## config.mk

```make
export PLATFORM = sky130hd
export DESIGN_NAME = rvc_compressor
export DESIGN_NICKNAME = d
export VERILOG_FILES = /design/src/rtl/rvc_compressor.sv
export SDC_FILE = /design/constraint.sdc
export NUM_CORES = 1
export LEC_CHECK = 0
export CORE_ASPECT_RATIO = 1.4
export CORE_MARGIN = 2
export CORE_UTILIZATION = 53
export DETAILED_ROUTE_END_ITERATION = 10
export PLACE_DENSITY = 0.83
export SLEW_MARGIN = 10
export SYNTH_ARGS = -nofsm -noshare
export SYNTH_HDL_FRONTEND = slang
export SYNTH_SLANG_ARGS = --single-unit
```

## constraint.sdc

```tcl
create_clock -name clk_i -period 5.7 [get_ports clk_i]
set_clock_uncertainty 0.1 [all_clocks]
set_input_delay 0.57 -clock clk_i [delete_from_list [all_inputs] [get_ports clk_i]]
set_output_delay 0.57 -clock clk_i [all_outputs]
set_load 0.02 [all_outputs]
```

## src/rtl/rvc_compressor.sv

```systemverilog
// Streaming RV32C compressor: rewrites compressible RV32I instructions as RVC
// halfwords and packs the halfword stream little-endian into 32-bit words.
module rvc_compressor #(
  parameter bit          ENABLE_C = 1'b1,
  parameter int unsigned CNT_W    = 16
) (
  input  logic             clk_i,
  input  logic             rst_i,
  input  logic [31:0]      in_instr_i,
  input  logic             in_valid_i,
  output logic             in_ready_o,
  input  logic             flush_i,
  output logic [31:0]      out_word_o,
  output logic             out_valid_o,
  input  logic             out_ready_i,
  output logic             idle_o,
  output logic [CNT_W-1:0] comp_count_o
);

  logic [31:0]      r_out_word;
  logic             r_out_valid;
  logic             r_pend;
  logic [15:0]      r_half;
  logic [CNT_W-1:0] r_cnt;

  logic [6:0]  w_opc;
  logic [6:0]  w_f7;
  logic [2:0]  w_f3;
  logic [4:0]  w_rd;
  logic [4:0]  w_rs1;
  logic [4:0]  w_rs2;
  logic [11:0] w_imm_i;
  logic [11:0] w_imm_s;
  logic        w_imm_small;
  logic        w_is_addi;
  logic        w_is_slli;
  logic        w_is_add;
  logic        w_is_lw;
  logic        w_is_sw;
  logic        w_rd_p;
  logic        w_rs1_p;
  logic        w_rs2_p;
  logic        w_cmp;
  logic [15:0] w_chalf;
  logic        w_pre;
  logic        w_is16;
  logic [15:0] w_half;
  logic        w_in_fire;
  logic        w_out_fire;
  logic        w_flush_fire;

  assign w_opc   = in_instr_i[6:0];
  assign w_rd    = in_instr_i[11:7];
  assign w_f3    = in_instr_i[14:12];
  assign w_rs1   = in_instr_i[19:15];
  assign w_rs2   = in_instr_i[24:20];
  assign w_f7    = in_instr_i[31:25];
  assign w_imm_i = in_instr_i[31:20];
  assign w_imm_s = {in_instr_i[31:25], in_instr_i[11:7]};

  assign w_imm_small = (w_imm_i[11:5] == '0) | (w_imm_i[11:5] == '1);
  assign w_is_addi   = (w_opc == 7'b0010011) & (w_f3 == 3'b000);
  assign w_is_slli   = (w_opc == 7'b0010011) & (w_f3 == 3'b001) & (w_f7 == '0);
  assign w_is_add    = (w_opc == 7'b0110011) & (w_f3 == 3'b000) & (w_f7 == '0);
  assign w_is_lw     = (w_opc == 7'b0000011) & (w_f3 == 3'b010);
  assign w_is_sw     = (w_opc == 7'b0100011) & (w_f3 == 3'b010);
  assign w_rd_p      = (w_rd[4:3]  == 2'b01);
  assign w_rs1_p     = (w_rs1[4:3] == 2'b01);
  assign w_rs2_p     = (w_rs2[4:3] == 2'b01);

  // Rule order matters: the first matching form wins.
  always_comb begin
    w_cmp   = 1'b0;
    w_chalf = '0;
    if (ENABLE_C && (in_instr_i[1:0] == 2'b11)) begin
      w_cmp = 1'b1;
      if (w_is_addi && w_rd == '0 && w_rs1 == '0 && w_imm_i == '0)
        w_chalf = 16'h0001;
      else if (w_is_addi && w_rd != '0 && w_rs1 == '0 && w_imm_small)
        w_chalf = {3'b010, w_imm_i[5], w_rd, w_imm_i[4:0], 2'b01};
      else if (w_is_addi && w_rd != '0 && w_rd == w_rs1 && w_imm_i != '0 && w_imm_small)
        w_chalf = {3'b000, w_imm_i[5], w_rd, w_imm_i[4:0], 2'b01};
      else if (w_is_slli && w_rd != '0 && w_rd == w_rs1 && w_rs2 != '0)
        w_chalf = {3'b000, 1'b0, w_rd, w_rs2, 2'b10};
      else if (w_is_add && w_rd != '0 && w_rs1 == '0 && w_rs2 != '0)
        w_chalf = {4'b1000, w_rd, w_rs2, 2'b10};
      else if (w_is_add && w_rd != '0 && w_rd == w_rs1 && w_rs2 != '0)
        w_chalf = {4'b1001, w_rd, w_rs2, 2'b10};
      else if (w_is_lw && w_rd != '0 && w_rs1 == 5'd2 && w_imm_i[11:8] == '0 && w_imm_i[1:0] == '0)
        w_chalf = {3'b010, w_imm_i[5], w_rd, w_imm_i[4:2], w_imm_i[7:6], 2'b10};
      else if (w_is_sw && w_rs1 == 5'd2 && w_imm_s[11:8] == '0 && w_imm_s[1:0] == '0)
        w_chalf = {3'b110, w_imm_s[5:2], w_imm_s[7:6], w_rs2, 2'b10};
      else if (w_is_lw && w_rd_p && w_rs1_p && w_imm_i[11:7] == '0 && w_imm_i[1:0] == '0)
        w_chalf = {3'b010, w_imm_i[5:3], w_rs1[2:0], w_imm_i[2], w_imm_i[6], w_rd[2:0], 2'b00};
      else if (w_is_sw && w_rs2_p && w_rs1_p && w_imm_s[11:7] == '0 && w_imm_s[1:0] == '0)
        w_chalf = {3'b110, w_imm_s[5:3], w_rs1[2:0], w_imm_s[2], w_imm_s[6], w_rs2[2:0], 2'b00};
      else
        w_cmp = 1'b0;
    end
  end

  assign w_pre  = (in_instr_i[1:0] != 2'b11);
  assign w_is16 = w_pre | w_cmp;
  assign w_half = w_pre ? in_instr_i[15:0] : w_chalf;

  assign in_ready_o   = ~r_out_valid | out_ready_i;
  assign w_in_fire    = in_valid_i & in_ready_o;
  assign w_out_fire   = r_out_valid & out_ready_i;
  assign w_flush_fire = flush_i & ~in_valid_i & in_ready_o & r_pend;

  always_ff @(posedge clk_i or posedge rst_i) begin
    if (rst_i) begin
      r_out_word  <= '0;
      r_out_valid <= 1'b0;
      r_pend      <= 1'b0;
      r_half      <= '0;
      r_cnt       <= '0;
    end else begin
      if (w_out_fire) r_out_valid <= 1'b0;
      if (w_in_fire) begin
        if (w_cmp) r_cnt <= r_cnt + CNT_W'(1);
        if (!r_pend) begin
          if (w_is16) begin
            r_half <= w_half;
            r_pend <= 1'b1;
          end else begin
            r_out_word  <= in_instr_i;
            r_out_valid <= 1'b1;
          end
        end else if (w_is16) begin
          r_out_word  <= {w_half, r_half};
          r_out_valid <= 1'b1;
          r_pend      <= 1'b0;
        end else begin
          // Upper half of a 32-bit instruction straddles into the next word.
          r_out_word  <= {in_instr_i[15:0], r_half};
          r_out_valid <= 1'b1;
          r_half      <= in_instr_i[31:16];
        end
      end else if (w_flush_fire) begin
        r_out_word  <= {16'h0001, r_half};
        r_out_valid <= 1'b1;
        r_pend      <= 1'b0;
      end
    end
  end

  assign out_word_o   = r_out_word;
  assign out_valid_o  = r_out_valid;
  assign idle_o       = ~r_pend & ~r_out_valid;
  assign comp_count_o = r_cnt;

endmodule

```

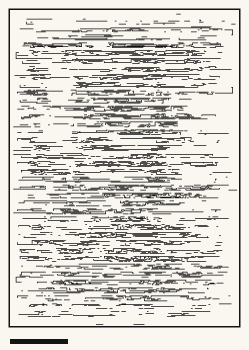
(run_1/met1.png)
Scale bar: 20 um.
536 nets have wire on it. The wires run mostly horizontal. The longest straight run is 34.0 um. The layer carries 5,440 um of wire. The layer holds 37% of the routed length.

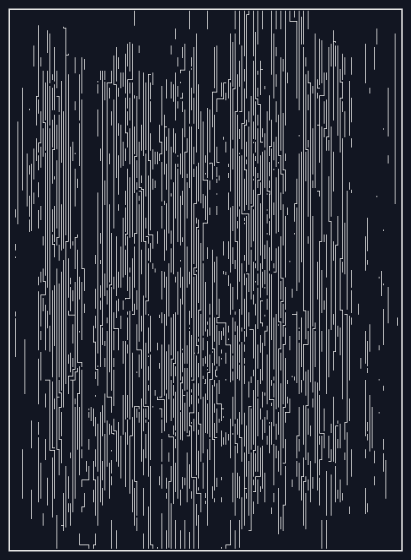
(run_1/met2.png)
The longest straight run is 60.2 um. The layer carries 7,200 um of wire.

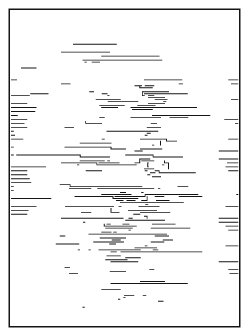
(run_1/met3.png)
125 nets have wire on it. The layer holds 8.4% of the routed length.

-- run 1: final timing paths --
check | cells after the start | endpoint | slack [ns]
min reg2reg | 2 | out_word_o[13]$_DFFE_PP0P_ | 0.37
max | 13 | out_word_o[25]$_DFFE_PP0P_ | 0.68
max reg2reg | 6 | out_word_o[1]$_DFFE_PP0P_ | 2.99
min | 2 | out_word_o[13]$_DFFE_PP0P_ | 0.37
max in group asynchronous | 3 | out_word_o[15]$_DFFE_PP0P_ | 4.28
min in group asynchronous | 3 | comp_count_o[0]$_DFFE_PP0P_ | 0.66
-- run 1: Yosys cell counts (all sizes together) (13+ instances only) --
cell / count
o21ai: 51
xnor2: 13
nand2: 54
inv: 13
or3: 13
nand4: 16
a21oi: 14
nand3: 19
dfrtp: 66
mux2i: 17
clkbuf: 22
nor2: 22
==> metrics.yaml, run 1 <==
ys_sh_adder: 0.006031
wl_met1_um: 5435
logic_family: "simple AND/OR/NAND/NOR gates"
p_comb_mw: 0.899
die_w_um: 78.78
switching_share: 0.3950
yosysWarnings: 0
core_area_um2: 7655
wl_per_cell_um: 22.00
ir_worst_vdd_mv: 0.2990
pwr-share-comb: 0.447
fillers: 599
report.power.total_mw: 2.012
fin_crit_ns: 5.017
path_clk_slew_ns: 0.07
comb_area_um2: 2335
cp.arrival_ns: 5.14
flop_cell: "dfrtp_1"
max_freq_ghz: 0.1993
ys_sh_mux: 0.05458
dp.final_hpwl_um: 10680
p_int_mw: 1.217
overflow: 0
rsz0062_at_grt: "no"
chipArea_um2: 8562
async_flop_share: 1.000
n_antenna_cell: 0
gp_congestion: 1.004
post_cts_buffers: 0
top_cells_by_area: "dfrtp_1, o21ai_0, nand2_1, mux2i_1, xnor2_1"
synth_nets: 502
first_pass_iters: 6
cp_slowest_cell: "a2111oi_4"
h-tree-depth: 3
largest_register_ffs: 32
worstPathRequired_ns: 5.82
path_class: "in -> reg"
drive_above_1_share: 0.09964
relSlewSlack: 0.4085
simple_gate_area_frac: 0.2503
grtUsageMet2: 0.6001
tool_warnings: 26
hold_class: "reg -> reg"
final_cell_area_um2: 5385
tns_ns: 0
critPathMaxFanout: 25
post-route-util: 0.7035
dp_cells: 646
seq_area_um2: 1652
fp_util: 0.5420
cts_buffers: 9
dpl_cell_area_um2: 5196
finalHoldViolCount: 0
fin_crit_sh: 0.8803
dp_slack_ns: 0.4042
p_clk_frac: 0.189
synth-xor-area-share: 0.04222
num-clock-buffers: 11
design.seq.count: 66
clk_latency_ns: 0.36
vias: 4369
antenna_found_initial: 0
holdBufCountCts: 0
portBuffers: 87
worst-path-buf-inv: 2
wl_met3_um: 1228
logic_gate_count: 358
area_share_clock_buf_inv: 0.03508
p_clk_mw: 0.381
io_pins: 88
power-top-group: "combinational logic"
buffers: 109
ys_ff: 66
wl_met2_um: 7199
switchingPower_mw: 0.7947
startpoint: "in_instr_i[29]"
cts-root-buf: "clkbuf_8"
setup_viol: 0
status: "finished clean"
synth_compound_gate_area_share: 0.2096
drv_slew: 0
p_seq_mw: 0.732
clock_sinks: 66
layout_top_cells: "clkdlybuf4s50_1, dfrtp_1, nand2_1"
inv_count: 13
buffer_area_frac: 0.1924
tightest_slew_ns: 0.8873
synthDistinctLibCells: 70
syn2layout_area_growth_pct: 29.79
seqAreaFraction: 0.3067
grt_pass1_vias: 4234
rows: 38
comb_area_frac: 0.4336
fp.dieH_um: 108.7
ys_seq_share: 0.3981
syn-instance-count: 463
final_cells: 662
taps: 100
grt.busiest_layer: "met2"
grt_pass1_wl_um: 23000
grtUsageTotal: 0.3566
ys_area_um2: 4149
layout_top_cell: "clkdlybuf4s50_1"
synth_area_um2: 4149
crit_path_start_kind: "primary input"
timing.hold.ws_ns: 0.3745
routed.top_layer: "met4"
antenna_left: 0
critPathTopFamily: "simple AND/OR/NAND/NOR gates"
power_density_nw_per_um2: 373.6
grt_use_met1: 0.4355
top_cell_area_share: 0.3981
area_dominant_class: "combinational gates"
maxCapViolCount: 0
pwr-share-seq: 0.364
drt-total-wl_um: 14570
hold_start: "out_word_o[13]$_DFFE_PP0P_"
drt_iter0_markers: 699
## Run 2: what changed since run 1
--- a/config.mk
+++ b/config.mk
@@ -8,6 +8,7 @@
 export CORE_ASPECT_RATIO = 1.4
 export CORE_MARGIN = 2
 export CORE_UTILIZATION = 53
+export CTS_CLUSTER_SIZE = 20
 export DETAILED_ROUTE_END_ITERATION = 10
 export PLACE_DENSITY = 0.83
 export SLEW_MARGIN = 10
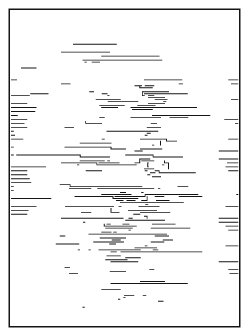
(run_2/met3.png)
The layer holds 8.4% of the routed length. The layer carries 1,230 um of wire.

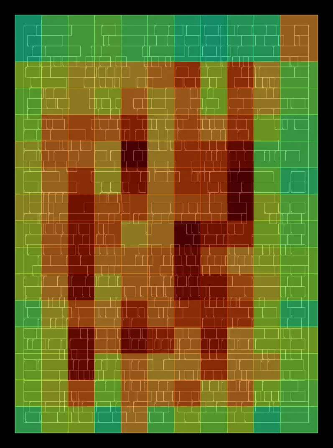
(run_2/final_congestion.png)
grt met3 use: 0.05464
Top Usage Layer GRT: met2
Routed WL per cell: 22.00 um
GRT Util Overall: 0.3566

==> run 2 against run 1 <==
Net effect: count of clock-buffer cells in the layout unchanged; clock power about the same; first-iteration DRC count unchanged; register-to-register slack about the same; hold slack unchanged; via count unchanged; global-route usage unchanged; critical path type unchanged; highest routed layer unchanged; non-clock buffer count unchanged; maximum frequency unchanged; largest cell class unchanged; critical endpoint unchanged; combinational power about the same.
==> metrics.yaml, run 2 <==
cp.depth: 13
cp.arrival_ns: 5.14
pwr-share-seq: 0.364
synth_nets: 502
top_cells_by_count: "dfrtp_1, nand2_1, o21ai_0, clkbuf_1, nor2_1"
r2r_end: "out_word_o[1]$_DFFE_PP0P_"
async_flop_share: 1.000
relSlewSlack: 0.4085
tool_warnings: 26
p_clk_mw: 0.381
drt-total-wl_um: 14570
simple_gate_area_frac: 0.2503
n_antenna_cell: 0
report.power.total_mw: 2.012
fp.dieH_um: 108.7
overflow: 0
dpl_cell_area_um2: 5196
ys_area_um2: 4149
r2r_cells: 6
clock_sinks: 66
power-top-group: "combinational logic"
logic_family: "simple AND/OR/NAND/NOR gates"
antenna_left: 0
cts_buffers: 9
synth-xor-area-share: 0.04222
syn-instance-count: 463
worst-path-buf-inv: 2
min_to: "out_word_o[13]$_DFFE_PP0P_"
io_pins: 88
grt_pass1_wl_um: 23000
fillers: 599
post_cts_buffers: 0
grt_pass1_vias: 4234
chipArea_um2: 8562
path_clk_slew_ns: 0.07
rows: 38
yosysWarnings: 0
pwr-share-comb: 0.447
layout_top_cell: "clkdlybuf4s50_1"
final_cell_area_um2: 5385
drv_slew: 0
drt_iter0_markers: 699
top_cells_by_area: "dfrtp_1, o21ai_0, nand2_1, mux2i_1, xnor2_1"
dp_slack_ns: 0.4042
ys_ff: 66
synth_area_um2: 4149
max_freq_ghz: 0.1993
status: "finished clean"
tns_ns: 0
fin_crit_sh: 0.8803
fin_crit_ns: 5.017
drive_above_1_share: 0.09964
hold_start: "out_word_o[13]$_DFFE_PP0P_"
p_clk_frac: 0.189
switching_share: 0.3950
ff2ff_setup_slack_ns: 2.99
setup_viol: 0
top_cell_area_share: 0.3981
h-tree-depth: 3
finalHoldViolCount: 0
die_w_um: 78.78
dp_cells: 646
p_seq_mw: 0.732
cts-root-buf: "clkbuf_8"
startpoint: "in_instr_i[29]"
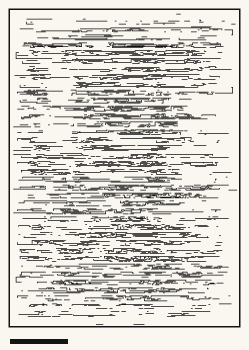
(run_2/met1.png)
Scale bar: 20 um.
The longest straight run is 34.0 um. The wires run mostly horizontal. 536 nets have wire on it. The layer holds 37% of the routed length. The layer carries 5,440 um of wire.

## run 2: cell counts after synthesis
No cell type changed its count.
## run 2: cell type report
| cell class | count | area (um2) | share of cell area |
|---|---|---|---|
| Sequential cell | 66 | 1652 | 0.3067 |
| Clock inverter | 5 | 37.54 | 0.006970 |
| Clock buffer | 11 | 151.4 | 0.02811 |
| Inverter | 13 | 48.80 | 0.009061 |
| Multi-Input combinational cell | 358 | 2335 | 0.4336 |
| Tap cell | 100 | 125.1 | 0.02323 |
| Timing Repair Buffer | 109 | 1036 | 0.1924 |
## run 2: metal layers
metal / up-vias / global-route usage / routed length, um
met5: - / 0 / 0
met4: 0 / 0.2018 / 702
met3: 65 / 0.05464 / 1228
met2: 291 / 0.6001 / 7199
met1: 2085 / 0.4355 / 5435
li1: 1928 / - / -
## Run 3: what changed since run 2
--- a/config.mk
+++ b/config.mk
@@ -6,8 +6,8 @@
 export NUM_CORES = 1
 export LEC_CHECK = 0
 export CORE_ASPECT_RATIO = 1.4
-export CORE_MARGIN = 2
 export CORE_UTILIZATION = 53
+export CTS_CLUSTER_DIAMETER = 200
 export CTS_CLUSTER_SIZE = 20
 export DETAILED_ROUTE_END_ITERATION = 10
 export PLACE_DENSITY = 0.83
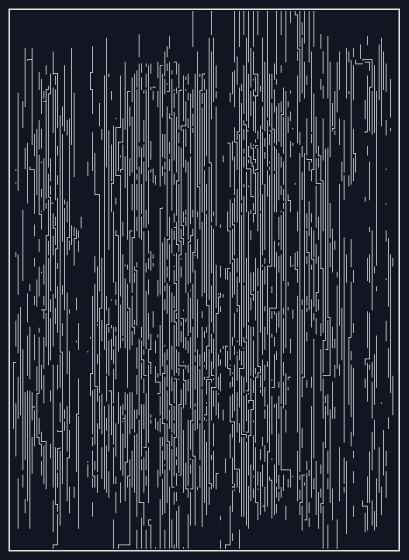
(run_3/met2.png)
The longest straight run is 62.9 um. The wires run mostly vertical. 508 nets have wire on it.

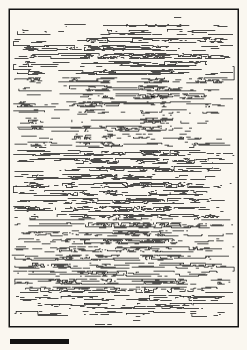
(run_3/met1.png)
Scale bar: 20 um.
536 nets have wire on it. The layer holds 37% of the routed length. The wires run mostly horizontal. The longest straight run is 35.9 um. The layer carries 5,480 um of wire.

==> run 3 against run 2 <==
Net effect: utilization up 1.8 points; maximum frequency up 10%; highest routed layer unchanged; synthesized area unchanged; sequential share of layout area about the same; worst setup slack better by 0.47 ns; hold slack better by 0.0080 ns; critical path depth unchanged; cell count down 1.4%; largest cell class unchanged.
==> metrics.yaml, run 3 <==
status: "finished clean"
top_cell_area_share: 0.3981
synthDistinctLibCells: 70
ys_area_um2: 4149
area_share_clock_buf_inv: 0.04259
rsz0062_at_grt: "no"
synth_area_um2: 4149
portBuffers: 87
worstPathRequired_ns: 5.83
synth_nets: 502
power_density_nw_per_um2: 389.0
dp_cells: 637
drv_slew: 0
first_pass_iters: 6
h-tree-depth: 3
vias: 4408
crit_path_start_kind: "primary input"
flop_cell: "dfrtp_1"
clock_sinks: 66
grt_pass1_vias: 4473
p_int_mw: 1.302
simple_gate_area_frac: 0.2503
top_cells_by_count: "dfrtp_1, nand2_1, o21ai_0, clkbuf_1, nor2_1"
hold_start: "comp_count_o[15]$_DFFE_PP0P_"
die_w_um: 76.78
tool_warnings: 26
drt-total-wl_um: 14940
cts_buffers: 9
layout_top_cell: "clkdlybuf4s50_1"
post_cts_buffers: 0
async_flop_share: 1.000
buffer_area_frac: 0.1843
r2r_end: "r_half[11]$_DFFE_PP0P_"
p_clk_mw: 0.456
ff2ff_setup_slack_ns: 2.98
pwr-share-comb: 0.429
startpoint: "in_instr_i[24]"
logic_family: "simple AND/OR/NAND/NOR gates"
endpoint: "out_word_o[18]$_DFFE_PP0P_"
antenna_left: 0
yosysMostFrequentCell: "dfrtp_1"
fp_util: 0.5567
ir_worst_vdd_mv: 0.2897
dp.final_hpwl_um: 10890
p_seq_mw: 0.737
gp_congestion: 1.030
taps: 97
inv_count: 13
tns_ns: 0
relSlewSlack: 0.4487
min_to: "comp_count_o[15]$_DFFE_PP0P_"
chipArea_um2: 8191
path_clk_slew_ns: 0.07
overflow: 0
fin_crit_sh: 0.7970
largest_register_ffs: 32
logic_gate_count: 358
synth-xor-area-share: 0.04222
comb_area_um2: 2335
cts-root-buf: "clkbuf_8"
r2r_cells: 7
report.power.total_mw: 2.092
core_area_um2: 7453
final_cell_area_um2: 5376
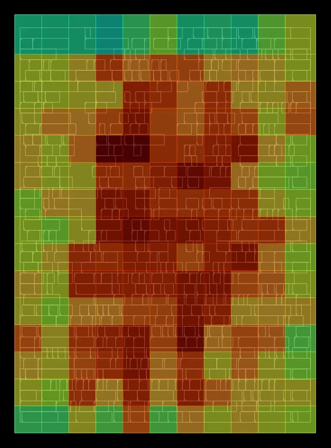
(run_3/final_congestion.png)
grt met3 use: 0.08085
Routed WL per cell: 22.88 um
GRT met2 Usage: 0.6531
GRT Util Overall: 0.3887

[run 3: layer usage]
layer | share of wire | GRT usage | vias to the layer above
met5 | 0 | 0 | -
met4 | 0.054 | 0.2679 | 0
met3 | 0.087 | 0.08085 | 81
met2 | 0.49 | 0.6531 | 300
met1 | 0.37 | 0.4404 | 2102
li1 | - | - | 1925
[run 3: worst max-delay path: cells and delay by family]
| family | cells | cell delay [ns] |
|---|---|---|
| and+or+nand+nor | 4 | 1.47 |
| AOI/OAI and AO/OA | 6 | 1.39 |
| buffers and inverters | 2 | 0.99 |
| adders and majority gates | 1 | 0.25 |

==> gallery <==
M4 wires.
shot_01.png
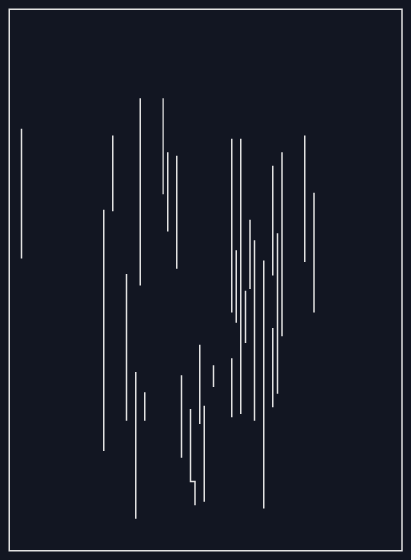
shot_02.png
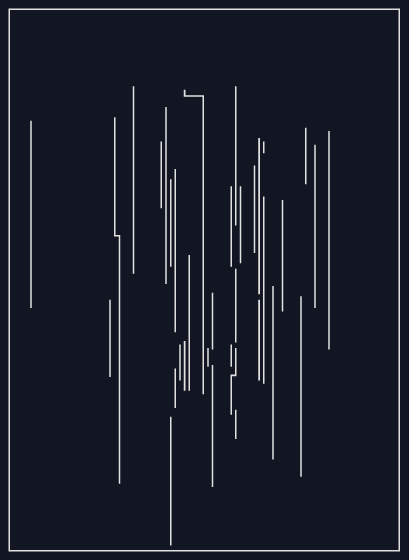
run 1 -> shot_01.png
run 3 -> shot_02.png

Key to shot_02.png:
27 nets have wire on it. The layer carries 809 um of wire. The wires run mostly vertical. The longest straight run is 58.8 um.

Power and IR drop assume default switching activity.
